$ cat config.mk
export PLATFORM = sky130hd
export DESIGN_NAME = mem_stream_rr_arb
export DESIGN_NICKNAME = d
export VERILOG_FILES = /design/src/rtl/mem_stream_pkg.sv /design/src/rtl/fifo_v3.sv /design/src/rtl/mem_stream_rr_arb.sv
export SDC_FILE = /design/constraint.sdc
export NUM_CORES = 1
export LEC_CHECK = 0
export CAP_MARGIN = 20
export CORE_AREA = 5 5 105 107
export CTS_CLUSTER_SIZE = 10
export DETAILED_ROUTE_END_ITERATION = 8
export DIE_AREA = 0 0 110 112
export PLACE_DENSITY = 0.69
export SLEW_MARGIN = 5
export SYNTH_ARGS = -nofsm -noshare
export SYNTH_HDL_FRONTEND = slang
export SYNTH_SLANG_ARGS = --single-unit
$ cat constraint.sdc
create_clock -name clk_i -period 8.2 [get_ports clk_i]
set_clock_uncertainty 0.15 [all_clocks]
set_input_delay 2.05 -clock clk_i [delete_from_list [all_inputs] [get_ports clk_i]]
set_output_delay 2.05 -clock clk_i [all_outputs]
set_load 0.05 [all_outputs]
$ cat src/rtl/mem_stream_pkg.sv
// Shared types and helpers for the memory-stream round-robin arbiter.
// The request bundle is sized for the widest supported configuration;
// instances zero-extend their narrower fields into it.
package mem_stream_pkg;

    localparam int unsigned MaxAddrWidth = 64;
    localparam int unsigned MaxDataWidth = 256;
    localparam int unsigned MaxStrbWidth = MaxDataWidth / 8;

    typedef struct packed {
        logic [MaxAddrWidth-1:0] addr;
        logic [MaxDataWidth-1:0] wdata;
        logic [MaxStrbWidth-1:0] strb;
        logic                    we;
    } mem_req_t;

    // Width of a requester index; never less than one bit.
    function automatic int unsigned idx_width(input int unsigned n);
        return (n > 1) ? $clog2(n) : 1;
    endfunction

endpackage

$ cat src/rtl/fifo_v3.sv
// Small synchronous FIFO with occupancy count. A push into a full FIFO is
// accepted only when a pop happens on the same cycle. With FALL_THROUGH=0
// a pop never returns data pushed on the same cycle.
module fifo_v3 #(
    parameter bit          FALL_THROUGH = 1'b0,
    parameter int unsigned DATA_WIDTH   = 32,
    parameter int unsigned DEPTH        = 8,
    localparam int unsigned AddrW       = (DEPTH > 1) ? $clog2(DEPTH) : 1,
    localparam int unsigned CntW        = $clog2(DEPTH + 1)
) (
    input  logic                  clk_i,
    input  logic                  rst_i,
    output logic                  full_o,
    output logic                  empty_o,
    output logic [CntW-1:0]       usage_o,
    input  logic [DATA_WIDTH-1:0] data_i,
    input  logic                  push_i,
    output logic [DATA_WIDTH-1:0] data_o,
    input  logic                  pop_i
);

    logic [DATA_WIDTH-1:0] mem_q [DEPTH];
    logic [AddrW-1:0]      rd_ptr_q, rd_ptr_d;
    logic [AddrW-1:0]      wr_ptr_q, wr_ptr_d;
    logic [CntW-1:0]       cnt_q, cnt_d;
    logic                  do_push, do_pop;

    assign full_o  = (cnt_q == CntW'(DEPTH));
    assign empty_o = (cnt_q == '0);
    assign usage_o = cnt_q;

    // Effective push/pop and read data, including the optional bypass.
    always_comb begin
        data_o  = mem_q[rd_ptr_q];
        do_pop  = pop_i && !empty_o;
        do_push = push_i && (!full_o || do_pop);
        if (FALL_THROUGH && empty_o) begin
            data_o = data_i;
            if (push_i && pop_i) begin
                do_push = 1'b0;
            end
        end
    end

    // Pointer and count next state; pointers wrap at DEPTH, not at 2**AddrW.
    always_comb begin
        rd_ptr_d = rd_ptr_q;
        wr_ptr_d = wr_ptr_q;
        cnt_d    = cnt_q;
        if (do_pop) begin
            rd_ptr_d = (rd_ptr_q == AddrW'(DEPTH - 1)) ? '0 : rd_ptr_q + AddrW'(1);
        end
        if (do_push) begin
            wr_ptr_d = (wr_ptr_q == AddrW'(DEPTH - 1)) ? '0 : wr_ptr_q + AddrW'(1);
        end
        if (do_push && !do_pop) begin
            cnt_d = cnt_q + CntW'(1);
        end else if (!do_push && do_pop) begin
            cnt_d = cnt_q - CntW'(1);
        end
    end

    // Pointer and count registers.
    always_ff @(posedge clk_i) begin
        if (rst_i) begin
            rd_ptr_q <= '0;
            wr_ptr_q <= '0;
            cnt_q    <= '0;
        end else begin
            rd_ptr_q <= rd_ptr_d;
            wr_ptr_q <= wr_ptr_d;
            cnt_q    <= cnt_d;
        end
    end

    // Storage array; contents need no reset.
    always_ff @(posedge clk_i) begin
        if (do_push) begin
            mem_q[wr_ptr_q] <= data_i;
        end
    end

endmodule

$ cat src/rtl/mem_stream_rr_arb.sv
// Round-robin arbiter multiplexing several memory-stream requesters onto one
// downstream memory port. Requests pass through combinationally; a route FIFO
// remembers which requester owns each in-order response.
module mem_stream_rr_arb
    import mem_stream_pkg::*;
#(
    parameter int unsigned NumReq         = 2,
    parameter int unsigned AddrWidth      = 32,
    parameter int unsigned DataWidth      = 32,
    parameter int unsigned MaxOutstanding = 4
) (
    input  logic                               clk_i,
    input  logic                               rst_i,
    input  logic [NumReq-1:0]                  req_i,
    output logic [NumReq-1:0]                  gnt_o,
    input  logic [NumReq-1:0][AddrWidth-1:0]   addr_i,
    input  logic [NumReq-1:0][DataWidth-1:0]   wdata_i,
    input  logic [NumReq-1:0][DataWidth/8-1:0] strb_i,
    input  logic [NumReq-1:0]                  we_i,
    output logic [NumReq-1:0]                  rvalid_o,
    output logic [DataWidth-1:0]               rdata_o,
    output logic                               mem_req_o,
    input  logic                               mem_gnt_i,
    output logic [AddrWidth-1:0]               mem_addr_o,
    output logic [DataWidth-1:0]               mem_wdata_o,
    output logic [DataWidth/8-1:0]             mem_strb_o,
    output logic                               mem_we_o,
    input  logic                               mem_rvalid_i,
    input  logic [DataWidth-1:0]               mem_rdata_i,
    output logic                               busy_o
);

    localparam int unsigned IdxW  = idx_width(NumReq);
    localparam int unsigned StrbW = DataWidth / 8;
    localparam int unsigned CntW  = $clog2(MaxOutstanding + 1);

    typedef logic [IdxW-1:0] idx_t;

    if (NumReq < 2 || NumReq > 16) begin : g_bad_numreq
        $error("mem_stream_rr_arb: NumReq must be within 2..16");
    end
    if (DataWidth % 8 != 0 || DataWidth > MaxDataWidth) begin : g_bad_dw
        $error("mem_stream_rr_arb: DataWidth must be a byte multiple within the package maximum");
    end
    if (AddrWidth > MaxAddrWidth) begin : g_bad_aw
        $error("mem_stream_rr_arb: AddrWidth exceeds the package maximum");
    end
    if (MaxOutstanding < 1) begin : g_bad_mo
        $error("mem_stream_rr_arb: MaxOutstanding must be at least 1");
    end

    idx_t            ptr_q, ptr_d;
    logic            lock_q, lock_d;
    idx_t            lock_idx_q, lock_idx_d;
    idx_t            rr_idx;
    logic            rr_found;
    int unsigned     cand;
    idx_t            sel_idx;
    logic            sel_valid;
    mem_req_t        sel_req;
    logic            unused_sel_req;
    logic            can_issue;
    logic            hs;
    logic            pop;
    logic            fifo_full;
    logic            fifo_empty;
    logic [CntW-1:0] fifo_usage;
    idx_t            fifo_head;

    // Round-robin search: first asserted request at or after the pointer, wrapping.
    always_comb begin
        rr_found = 1'b0;
        rr_idx   = '0;
        cand     = 0;
        for (int unsigned i = 0; i < NumReq; i++) begin
            cand = 32'(ptr_q) + i;
            if (cand >= NumReq) begin
                cand = cand - NumReq;
            end
            if (!rr_found && req_i[idx_t'(cand)]) begin
                rr_found = 1'b1;
                rr_idx   = idx_t'(cand);
            end
        end
    end

    // A stalled request keeps its slot; otherwise the round-robin winner is used.
    always_comb begin
        sel_idx   = lock_q ? lock_idx_q : rr_idx;
        sel_valid = lock_q ? req_i[lock_idx_q] : rr_found;
    end

    // Gather the selected requester's fields into the shared request bundle.
    always_comb begin
        sel_req       = '0;
        sel_req.addr  = MaxAddrWidth'(addr_i[sel_idx]);
        sel_req.wdata = MaxDataWidth'(wdata_i[sel_idx]);
        sel_req.strb  = MaxStrbWidth'(strb_i[sel_idx]);
        sel_req.we    = we_i[sel_idx];
    end

    assign mem_addr_o  = sel_req.addr[AddrWidth-1:0];
    assign mem_wdata_o = sel_req.wdata[DataWidth-1:0];
    assign mem_strb_o  = sel_req.strb[StrbW-1:0];
    assign mem_we_o    = sel_req.we;
    assign unused_sel_req = ^sel_req;

    // A full route FIFO can still take a push when a response frees a slot this cycle.
    assign can_issue = !fifo_full || mem_rvalid_i;
    assign mem_req_o = !rst_i && sel_valid && can_issue;
    assign hs        = mem_req_o && mem_gnt_i;
    assign pop       = !rst_i && mem_rvalid_i && !fifo_empty;
    assign rdata_o   = mem_rdata_i;
    assign busy_o    = !rst_i && ((|req_i) || (fifo_usage != '0));

    // One-hot grant and response steering.
    always_comb begin
        gnt_o    = '0;
        rvalid_o = '0;
        if (hs) begin
            gnt_o[sel_idx] = 1'b1;
        end
        if (pop) begin
            rvalid_o[fifo_head] = 1'b1;
        end
    end

    // Pointer advances past the winner on a handshake; lock tracks a stalled request.
    always_comb begin
        ptr_d = ptr_q;
        if (hs) begin
            ptr_d = (sel_idx == idx_t'(NumReq - 1)) ? '0 : sel_idx + idx_t'(1);
        end
        lock_d     = mem_req_o && !mem_gnt_i;
        lock_idx_d = lock_d ? sel_idx : lock_idx_q;
    end

    // Arbiter state registers.
    always_ff @(posedge clk_i) begin
        if (rst_i) begin
            ptr_q      <= '0;
            lock_q     <= 1'b0;
            lock_idx_q <= '0;
        end else begin
            ptr_q      <= ptr_d;
            lock_q     <= lock_d;
            lock_idx_q <= lock_idx_d;
        end
    end

    fifo_v3 #(
        .FALL_THROUGH (1'b0),
        .DATA_WIDTH   (IdxW),
        .DEPTH        (MaxOutstanding)
    ) u_route_fifo (
        .clk_i   (clk_i),
        .rst_i   (rst_i),
        .full_o  (fifo_full),
        .empty_o (fifo_empty),
        .usage_o (fifo_usage),
        .data_i  (sel_idx),
        .push_i  (hs),
        .data_o  (fifo_head),
        .pop_i   (pop)
    );

    // Protocol checks: a stalled requester must hold its request, and
    // responses must have a matching route.
    always_ff @(posedge clk_i) begin
        if (!rst_i) begin
            assert (!lock_q || req_i[lock_idx_q])
                else $warning("mem_stream_rr_arb: stalled requester %0d withdrew its request", lock_idx_q);
            assert (!mem_rvalid_i || !fifo_empty)
                else $warning("mem_stream_rr_arb: response with no outstanding route dropped");
        end
    end

endmodule

==> metrics.yaml, run 1 <==
status:
  outcome: "finished, final reports clean"
placement:
  post_dp_cell_area_sq_um: 3970
  hpwlAfterDp_um: 8020
  post-place-cells: 502
  post-place-ws_ps: 1490
  place_congestion: 0.851
synth:
  yosysCellCount: 187
  dominantRegCellSynth: "dfxtp_1"
  postSynthAreaPerCell_sq_um: 10.1
  top_area_cell: "mux2_2"
  synth-simple-area-share_pct: 9.40
  syn_inst: 187
  mux_share_pct: 43.9
  numSynthFlops: 16
  top_cells_by_area: "mux2_2, buf_4, dfxtp_1"
  synth_area_sq_um: 1890
  aoi_share_pct: 5.03
  topCombFamilyByArea: "multiplexers"
  fp_nets: 370
  synth.cellmix.xorXnorShare_pct: 0.927
  yosysWarnings: 0
  synth-edff-count: 4
  ys_seq_share_pct: 19.1
  top_cell: "mux2_2"
  synthArstFlopShare_pct: 0
  ys_types: 34
  synth.top_cells.by_count: "mux2_2, buf_4, dfxtp_1"
  yosysTopAreaCellShare_pct: 41.1
  ys_area_sq_um: 1890
power:
  powerSeq_uw: 101
  p_clk_share_pct: 12.7
  powerComb_uw: 371
  switching_share_pct: 43.4
  p_leak_uw: 0.00150
  power_uw: 540
  clock_power_uw: 68.6
  irDropWorstVdd_v: 0.0000577
  power-top-group: "combinational cells"
  power_switching_uw: 235
  p_int_uw: 305
  comb_power_share_pct: 68.7
  pwr-share-seq_pct: 18.6
layout:
  nNonClkInverters: 5
  postLayoutCellArea_sq_um: 4030
  fin_cells: 506
  comb_area_share_pct: 30.3
  drive_gt1_share_pct: 22.7
  area_share_nonclk_buffers_pct: 54.7
  nClkBuffers: 4
  final_core_util_pct: 40.1
  design.seq.count: 16
  fill_cells: 1003
  buffers: 219
  seq_area_share_pct: 8.94
  nMultiInputCombCells: 126
  syn2layout_area_growth_pct: 113
  regArea_sq_um: 360
  diodes: 0
  nets: 554
  final-clk-cell-share_pct: 1.37
  dominant_cells: "non-clock buffers"
  final-comb-area_sq_um: 1220
worst_setup_path:
  crit_top_cell: "clkdlybuf4s50_1"
  cp.required_ps: 6000
  regToRegStartpoint: "lock_q"
  cp-startpoint: "req_i[1]"
  cpMaxStageDelayCell: "clkdlybuf4s50_1"
  cpPeakStageDelay_ps: 730
  crit_type: "primary input to output pin"
  rrSetupSlack_ps: 5530
  path_buffers: 3
  cp-end-kind: "output pin"
  cp_max_fo: 68
  crit_end: "mem_addr_o[29]"
  worstSetupStartpointType: "primary input"
  crit_cells: 6
  worst_r2r_path_depth: 10
  r2r-end: "u_route_fifo.usage_o[2]"
  crit_family: "buffers and inverters"
  crit_arrival_ps: 4520
clock_tree:
  clkLatencyLatePin_ps: 250
  clockBufferDepth: 2
  cts_sinks: 16
  cts_resized: 0
  clk_pin_slew_ps: 60
  cts_buffers: 3
  ctsHoldBuffers: 0
  postCtsSetupBuffers: 0
  cts_root_buffer: "clkbuf_8"
  cts_tree: "built"
  htree_levels: 1
grt:
  antenna_found_initial: 0
  grt_pass1_vias: 2281
  use_met2_pct: 23.9
  grt_pass1_wl_um: 12700
  grt_util_met1_pct: 13.3
  overflow: 0
  track_usage_pct: 13.3
  grt_max_degree: 69
detailed_routing:
  met2RoutedLength_um: 4430
  vias: 2089
  dr_wl_met3_um: 1250
  viasPerCell: 4.13
  met1_length_um: 3110
  ant_nets: 0
  first_pass_iters: 4
  first_iter_violations: 63
  drc: 0
  top_layer: "met4"
floorplanning:
  ios: 283
  die_h_um: 112
  fp_util_pct: 18.8
  die_width_um: 110
  coreArea_sq_um: 10000
  dieArea_sq_um: 12300
  taps: 136
timing:
  slew_violations: 0
  worstMarginPinSlew_ps: 570
  max-slew-margin-rel_pct: 61.9
  fmax_ghz: 0.149
  rsz0062_at_grt: "false"
  min_period_over_period_pct: 81.9
  min_period_ps: 6720
  setup_viol: 0
  finalHoldViolCount: 0
  setup-tns-final_ps: 0
  hold_slack_ps: 348
job:
  cap_viol_max_count: 0
  warnings: 29
worst_hold_path:
  hold_depth: 2
  hold_end: "lock_idx_q"
  hold_class: "flop to flop"
  hold_start: "lock_idx_q"
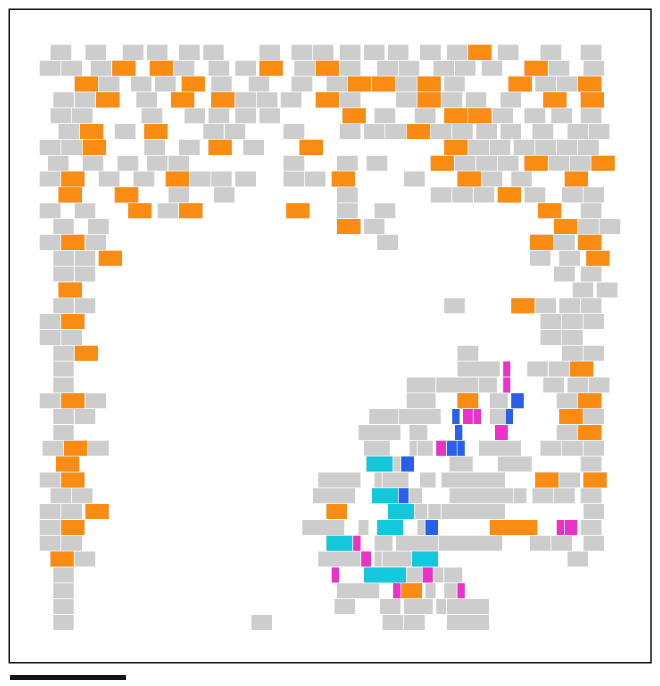
*Logic cells by family, run 1*
Bar = 20 um.
legend:
  multiplexers:
    color: orange
    cells: 73
    most_used: mux2_2
    where: all over the die
  adder and majority cells:
    color: cyan
    cells: 7
    most_used: ha_1
    where: bottom middle
  NOR gates:
    color: magenta
    cells: 14
    most_used: nor2_1
  NAND gates:
    color: blue
    cells: 9
    most_used: nand2_1

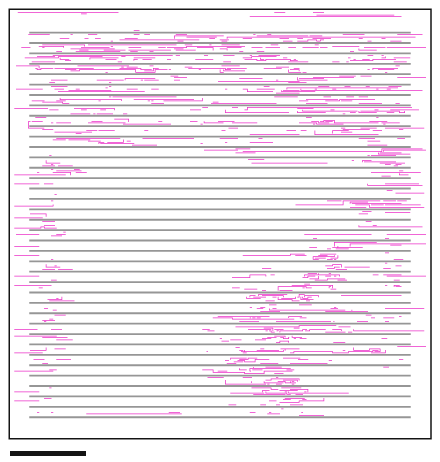
*The metal 1 layer, run 1*
Bar = 20 um. Supply wires on this layer in gray.
longest straight run: 49.2 um
main direction: horizontal

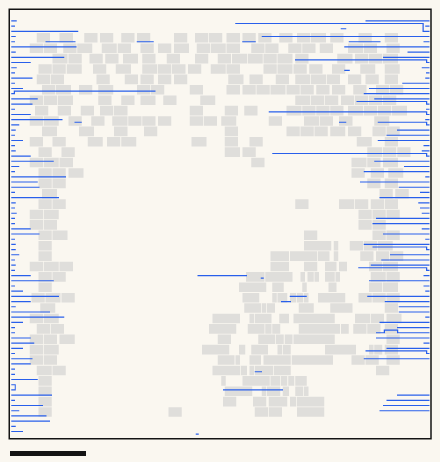
*Met3 routing, run 1*
Bar = 20 um.
nets with wire on the layer: 144
main direction: horizontal

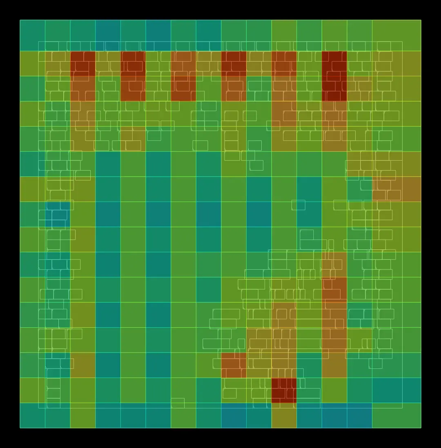
*Congestion heat map, run 1*
routed len/inst: 18.0 um
M3 GR Usage: 5.16%
global routing's busiest layer: met2

### Zoomed window, run 1

Bar = 10 um. Region (62, 8) to (102, 48) um. Cells in gray, sequential cells in the stronger gray; small squares are vias.
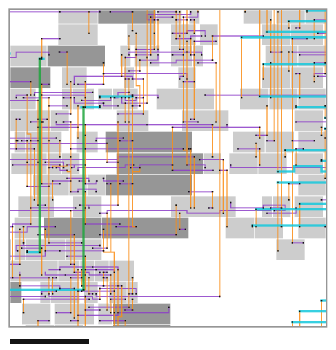

--- run 2 (diff from run 1) ---
--- a/config.mk
+++ b/config.mk
@@ -6,11 +6,11 @@
 export NUM_CORES = 1
 export LEC_CHECK = 0
 export CAP_MARGIN = 20
-export CORE_AREA = 5 5 105 107
+export CORE_AREA = 5 5 106 108
 export CTS_CLUSTER_SIZE = 10
 export DETAILED_ROUTE_END_ITERATION = 8
-export DIE_AREA = 0 0 110 112
-export PLACE_DENSITY = 0.69
+export DIE_AREA = 0 0 111 113
+export PLACE_DENSITY = 0.68
 export SLEW_MARGIN = 5
 export SYNTH_ARGS = -nofsm -noshare
 export SYNTH_HDL_FRONTEND = slang
==> constraint.sdc (replaced) <==
create_clock -name clk_i -period 6.5 [get_ports clk_i]
set_clock_uncertainty 0.15 [all_clocks]
set_input_delay 1.625 -clock clk_i [delete_from_list [all_inputs] [get_ports clk_i]]
set_output_delay 1.625 -clock clk_i [all_outputs]
set_load 0.05 [all_outputs]
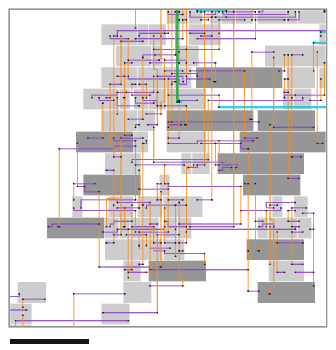
*Zoomed window, run 2*
Bar = 10 um. Region (63, 8) to (103, 48) um. Cells in gray, sequential cells in the stronger gray; small squares are vias.
legend:
  met1:
    color: purple
  met3:
    color: cyan
  met2:
    color: orange
  met4:
    color: green
most frequent: dfxtp_1 (8)
sequential cells in the window: 12
cells with their middle in the window: 69
netlist names of flops here include: u_route_fifo.mem_q (4), u_route_fifo.usage_o (3), u_route_fifo.rd_ptr_q (2)

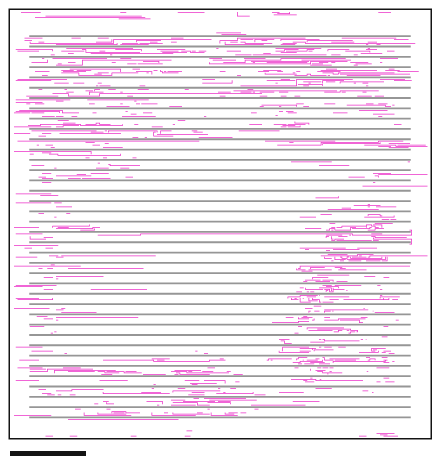
*The metal 1 layer, run 2*
Bar = 20 um. Supply wires on this layer in gray.
share of all routed wire: 40%
main direction: horizontal
nets with wire on the layer: 475

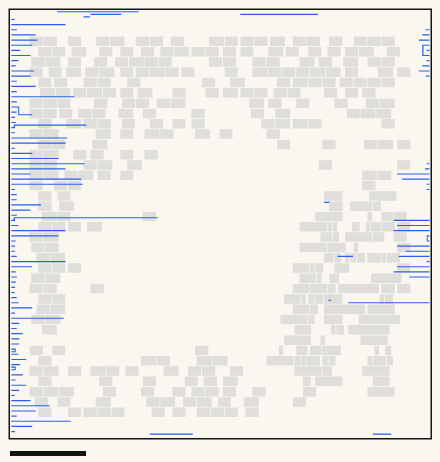
*Met3 routing, run 2*
Bar = 20 um.
main direction: horizontal
nets with wire on the layer: 103
longest straight run: 37.7 um
wire length on this layer: 640 um
share of all routed wire: 7.1%

==> run 2 against run 1 <==
Compared with the run above: total power is 27% higher; area after synthesis stayed put; critical endpoint is now mem_wdata_o[30]; hold slack worse by 2.2 ps; largest cell class unchanged; critical path depth stayed put; synthesized cell count stayed put; sequential share of layout area stayed put; first-iteration DRC count is 9.5% higher; via count is 1.0% lower; clock power is 27% higher; global-route usage is 0.062 points lower.
==> metrics.yaml, run 2 <==
status:
  outcome: "finished, final reports clean"
timing:
  worstMarginPinSlew_ps: 602  # +32.0 ps
  finalHoldViolCount: 0  # unchanged
  min_period_ps: 5760
  fmax_ghz: 0.174
  max-slew-margin-rel_pct: 59.8  # -2.1 points
  setup-tns-final_ps: 0  # unchanged
  slew_violations: 0  # unchanged
clock_tree:
  cts_sinks: 16  # unchanged
  clockBufferDepth: 2  # unchanged
  htree_levels: 1  # unchanged
  clk_pin_slew_ps: 60  # about the same
  clkLatencyLatePin_ps: 250  # about the same
  ctsHoldBuffers: 0  # unchanged
  cts_buffers: 3  # unchanged
  cts_resized: 0  # unchanged
  cts_tree: "built"
layout:
  nets: 554  # unchanged
  regArea_sq_um: 360  # unchanged
  final-clk-cell-share_pct: 1.37  # unchanged
  fill_cells: 959  # -4.4%
  comb_area_share_pct: 30.3  # unchanged
  syn2layout_area_growth_pct: 113  # unchanged
  nNonClkInverters: 5  # unchanged
  seq_area_share_pct: 8.94  # unchanged
  postLayoutCellArea_sq_um: 4030  # unchanged
  drive_gt1_share_pct: 22.7  # unchanged
  dominant_cells: "non-clock buffers"
  final-comb-area_sq_um: 1220  # unchanged
  area_share_nonclk_buffers_pct: 54.7  # unchanged
  final_core_util_pct: 39.7  # -0.37 points
  fin_cells: 506  # unchanged
  buffers: 219  # unchanged
worst_hold_path:
  hold_depth: 2  # unchanged
  hold_end: "lock_idx_q"
  hold_start: "lock_idx_q"
synth:
  dominantRegCellSynth: "dfxtp_1"
  ys_seq_share_pct: 19.1  # unchanged
  ys_types: 34  # unchanged
  yosysTopAreaCellShare_pct: 41.1  # unchanged
  synth-simple-area-share_pct: 9.40  # unchanged
  synth.cellmix.xorXnorShare_pct: 0.927  # unchanged
  postSynthAreaPerCell_sq_um: 10.1  # unchanged
  top_cell: "mux2_2"
  synth.top_cells.by_count: "mux2_2, buf_4, dfxtp_1"
grt:
  grt_pass1_vias: 2306  # +1.1%
  met3_usage_pct: 3.42  # -1.7 points
  antenna_found_initial: 0  # unchanged
  track_usage_pct: 13.2  # -0.062 points
  overflow: 0  # unchanged
power:
  pwr-share-seq_pct: 18.5  # about the same
  comb_power_share_pct: 68.8  # about the same
  powerComb_uw: 470  # +27%
  power_uw: 684  # +27%
  power-top-group: "combinational cells"
  power_switching_uw: 299  # +27%
  clock_power_uw: 87.2  # +27%
  p_clk_share_pct: 12.7  # about the same
  p_int_uw: 386  # +26%
  powerSeq_uw: 126  # +25%
floorplanning:
  coreArea_sq_um: 10100  # +0.92%
  dieArea_sq_um: 12500  # +1.8%
  die_h_um: 113  # +0.89%
  ios: 283  # unchanged
worst_setup_path:
  worstSetupStartpointType: "primary input"
  cpMaxStageDelayCell: "clkdlybuf4s50_1"
  regToRegStartpoint: "lock_q"
  crit_end: "mem_wdata_o[30]"
  crit_top_cell: "clkdlybuf4s50_1"
  rrSetupSlack_ps: 3790  # -1740 ps
  cp_max_fo: 76  # +12%
  r2r-end: "u_route_fifo.usage_o[2]"
  cpPeakStageDelay_ps: 760  # +30 ps
  worst_r2r_path_depth: 10  # unchanged
detailed_routing:
  met1_length_um: 3590  # +15%
  ant_nets: 0  # unchanged
  first_pass_iters: 4  # unchanged
  drc: 0  # unchanged
  vias: 2068  # -1.0%
  viasPerCell: 4.09  # -1.0%
  dr_wl_met3_um: 640  # -49%
job:
  warnings: 29  # unchanged
  cap_viol_max_count: 0  # unchanged
placement:
  hpwlAfterDp_um: 7810  # -2.7%
  post-place-cells: 502  # unchanged
  place_congestion: 0.896  # +5.3%
  post-place-ws_ps: 729  # -760 ps
### Logic cells by family, run 2

Bar = 20 um.
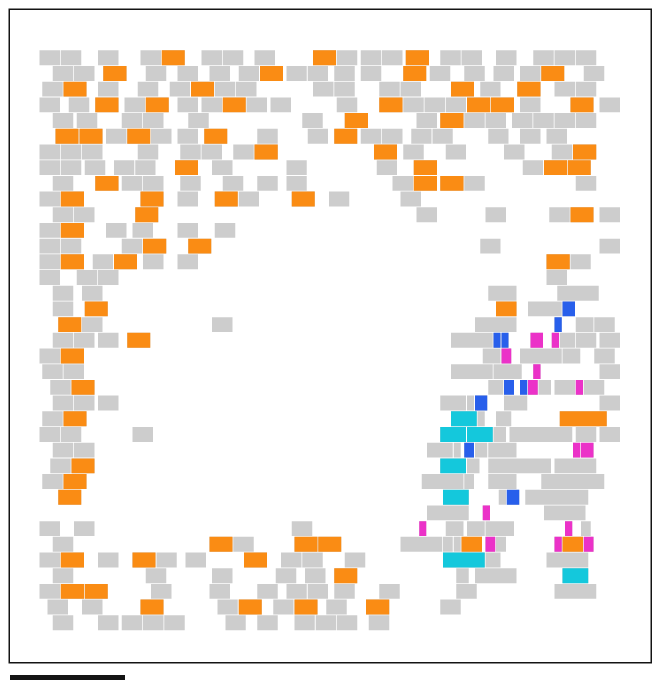

--- run 3 (diff from run 2) ---
==> constraint.sdc (replaced) <==
create_clock -name clk_i -period 5.4 [get_ports clk_i]
set_clock_uncertainty 0.15 [all_clocks]
set_input_delay 1.35 -clock clk_i [delete_from_list [all_inputs] [get_ports clk_i]]
set_output_delay 1.35 -clock clk_i [all_outputs]
set_load 0.05 [all_outputs]
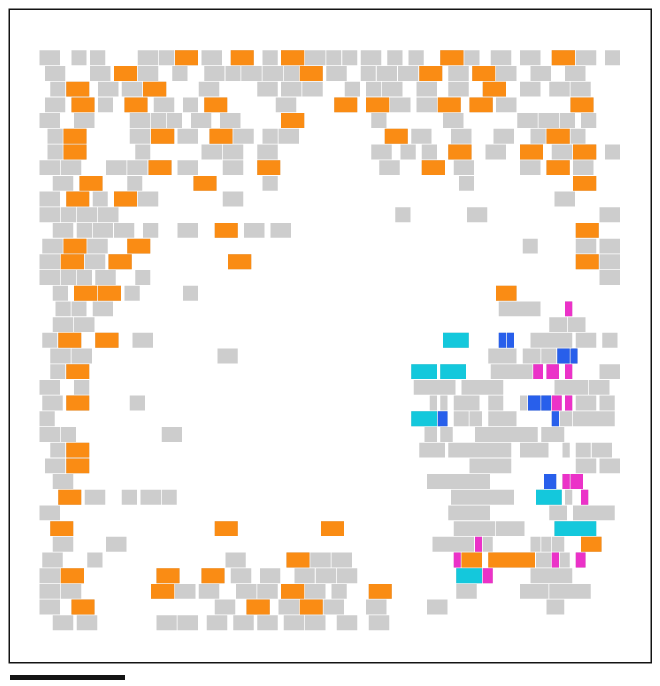
*Logic cells by family, run 3*
Bar = 20 um.
legend:
  adder and majority cells:
    color: cyan
    cells: 7
    most_used: ha_1
  NAND gates:
    color: blue
    cells: 9
    most_used: nand2_1
    where: right middle
  NOR gates:
    color: magenta
    cells: 14
    most_used: nor2_1
  multiplexers:
    color: orange
    cells: 73
    most_used: mux2_2
    where: all over the die

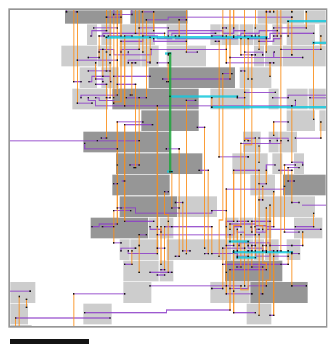
*Zoomed window, run 3*
Bar = 10 um. Region (63, 8) to (103, 48) um. Cells in gray, sequential cells in the stronger gray; small squares are vias.
legend:
  met3:
    color: cyan
  met1:
    color: purple
  met2:
    color: orange
  met4:
    color: green
netlist names of flops here include: u_route_fifo.mem_q (4), u_route_fifo.usage_o (3), u_route_fifo.rd_ptr_q (2)
most frequent: dfxtp_1 (9), clkdlybuf4s50_1 (7), nor2_1 (6)
cells with their middle in the window: 72
sequential cells in the window: 13

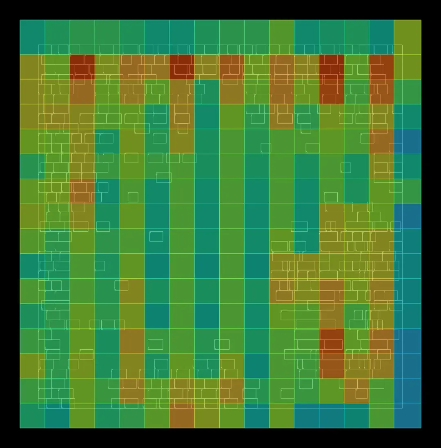
*Congestion heat map, run 3*
Core Util, Final: 38.4%
met1 Use GR: 14.8%
routed len/inst: 17.4 um

==> run 3 against run 2 <==
Compared with the run above: critical endpoint is now mem_wdata_o[5]; utilization is 1.4 points lower; sequential power is 21% higher; area after synthesis stayed put; via count is 1.0% higher; non-clock buffer count is 2 higher; global-route usage is 0.47 points lower; cell count is 0.40% higher; final area is 3.5% lower.
==> metrics.yaml, run 3 <==
layout:
  lay_top_count: "clkdlybuf4s50_1"
  nets: 556  # +0.36%
  nNonClkInverters: 5  # unchanged
  nMultiInputCombCells: 126
  postLayoutCellArea_sq_um: 3890  # -3.5%
  comb_area_share_pct: 31.4  # +1.1 points
  dominant_cells: "non-clock buffers"
  seq_area_share_pct: 9.27  # +0.32 points
  area_share_nonclk_buffers_pct: 53.0  # -1.6 points
  drive_gt1_share_pct: 39.8  # +17 points
  fill_cells: 996  # +3.9%
  final-comb-area_sq_um: 1220  # unchanged
  syn2layout_area_growth_pct: 106
  buffers: 221  # +0.91%
  regArea_sq_um: 360  # unchanged
  final-clk-cell-share_pct: 1.42  # +0.049 points
  fin_cells: 508  # +0.40%
power:
  clock_power_uw: 104  # +20%
  power-top-group: "combinational cells"
  p_leak_uw: 0.00157
  comb_power_share_pct: 68.2  # -0.6 points
  switching_share_pct: 44.3
  power_uw: 807  # +18%
  irDropWorstVdd_v: 0.000106
  powerSeq_uw: 153  # +21%
  power_switching_uw: 357  # +20%
  powerComb_uw: 550  # +17%
  pwr-share-seq_pct: 19.0  # +0.5 points
  p_clk_share_pct: 12.8  # about the same
  p_int_uw: 450  # +17%
worst_setup_path:
  worst_r2r_path_depth: 10  # unchanged
  worstSetupStartpointType: "primary input"
  path_buffers: 2
  r2r-end: "u_route_fifo.usage_o[2]"
  crit_cells: 5
  cpPeakStageDelay_ps: 710  # -50 ps
  cpMaxStageDelayCell: "clkdlybuf4s50_1"
  regToRegStartpoint: "lock_q"
  rrSetupSlack_ps: 2710  # -1080 ps
  crit_family: "buffers and inverters"
  cp_max_fo: 18  # -76%
  crit_top_cell: "clkdlybuf4s50_1"
  crit_type: "primary input to output pin"
  crit_end: "mem_wdata_o[5]"
grt:
  grt_pass1_vias: 2323  # +0.74%
  grt_max_degree: 52
  overflow: 0  # unchanged
  use_met2_pct: 23.4
  grt_pass1_wl_um: 12800
  antenna_found_initial: 0  # unchanged
  met3_usage_pct: 3.58  # +0.16 points
  track_usage_pct: 12.7  # -0.47 points
timing:
  max-slew-margin-rel_pct: 57.8  # -1.9 points
  setup_ws_ps: 231
  setup-tns-final_ps: 0  # unchanged
  slew_violations: 0  # unchanged
  finalHoldViolCount: 0  # unchanged
  worstMarginPinSlew_ps: 630  # +28.2 ps
  fmax_ghz: 0.193
  hold_slack_ps: 343
  setup_viol: 0
  min_period_ps: 5170
synth:
  ys_seq_share_pct: 19.1  # unchanged
  aoi_share_pct: 5.03
  yosysTopAreaCellShare_pct: 41.1  # unchanged
  yosysWarnings: 0
  mux_share_pct: 43.9
  synth.top_cells.by_count: "mux2_2, buf_4, dfxtp_1"
  syn_inst: 187
  top_cells_by_area: "mux2_2, buf_4, dfxtp_1"
  numSynthFlops: 16
  yosysCellCount: 187
  synth_area_sq_um: 1890
  top_cell: "mux2_2"
  synthArstFlopShare_pct: 0
  ys_area_sq_um: 1890
  ys_types: 34  # unchanged
  dominantRegCellSynth: "dfxtp_1"
  postSynthAreaPerCell_sq_um: 10.1  # unchanged
  synth-simple-area-share_pct: 9.40  # unchanged
  synth.cellmix.xorXnorShare_pct: 0.927  # unchanged
detailed_routing:
  ant_nets: 0  # unchanged
  first_iter_violations: 94
  dr_wl_met3_um: 687  # +7.3%
  first_pass_iters: 4  # unchanged
  met1_length_um: 3400  # -5.3%
  viasPerCell: 4.11  # +0.62%
  vias: 2089  # +1.0%
  met2RoutedLength_um: 4570
  drc: 0  # unchanged
  top_layer: "met4"
job:
  cap_viol_max_count: 0  # unchanged
  warnings: 29  # unchanged
clock_tree:
  cts_sinks: 16  # unchanged
  htree_levels: 1  # unchanged
  cts_root_buffer: "clkbuf_8"
  ctsHoldBuffers: 0  # unchanged
  clockBufferDepth: 2  # unchanged
  postCtsSetupBuffers: 0
  clkLatencyLatePin_ps: 240  # about the same
  cts_tree: "built"
  cts_buffers: 3  # unchanged
  cts_resized: 0  # unchanged
  clk_pin_slew_ps: 60  # about the same
worst_hold_path:
  hold_end: "ptr_q"
  hold_start: "ptr_q"
  hold_depth: 1  # -1
  hold_class: "flop to flop"
placement:
  post_dp_cell_area_sq_um: 3830
  post-place-cells: 504  # +0.40%
  post-place-ws_ps: 211  # -518 ps
  hpwlAfterDp_um: 7840  # +0.46%
  portBuffers: 218
  place_congestion: 0.810  # -9.6%
floorplanning:
  rows: 37
  fp_util_pct: 18.6
  die_h_um: 113  # unchanged
  dieArea_sq_um: 12500  # unchanged
  taps: 136
  ios: 283  # unchanged
  coreArea_sq_um: 10100  # unchanged
status:
  outcome: "finished, final reports clean"
Power figures rest on the tool's default switching activity, not on a simulated workload.
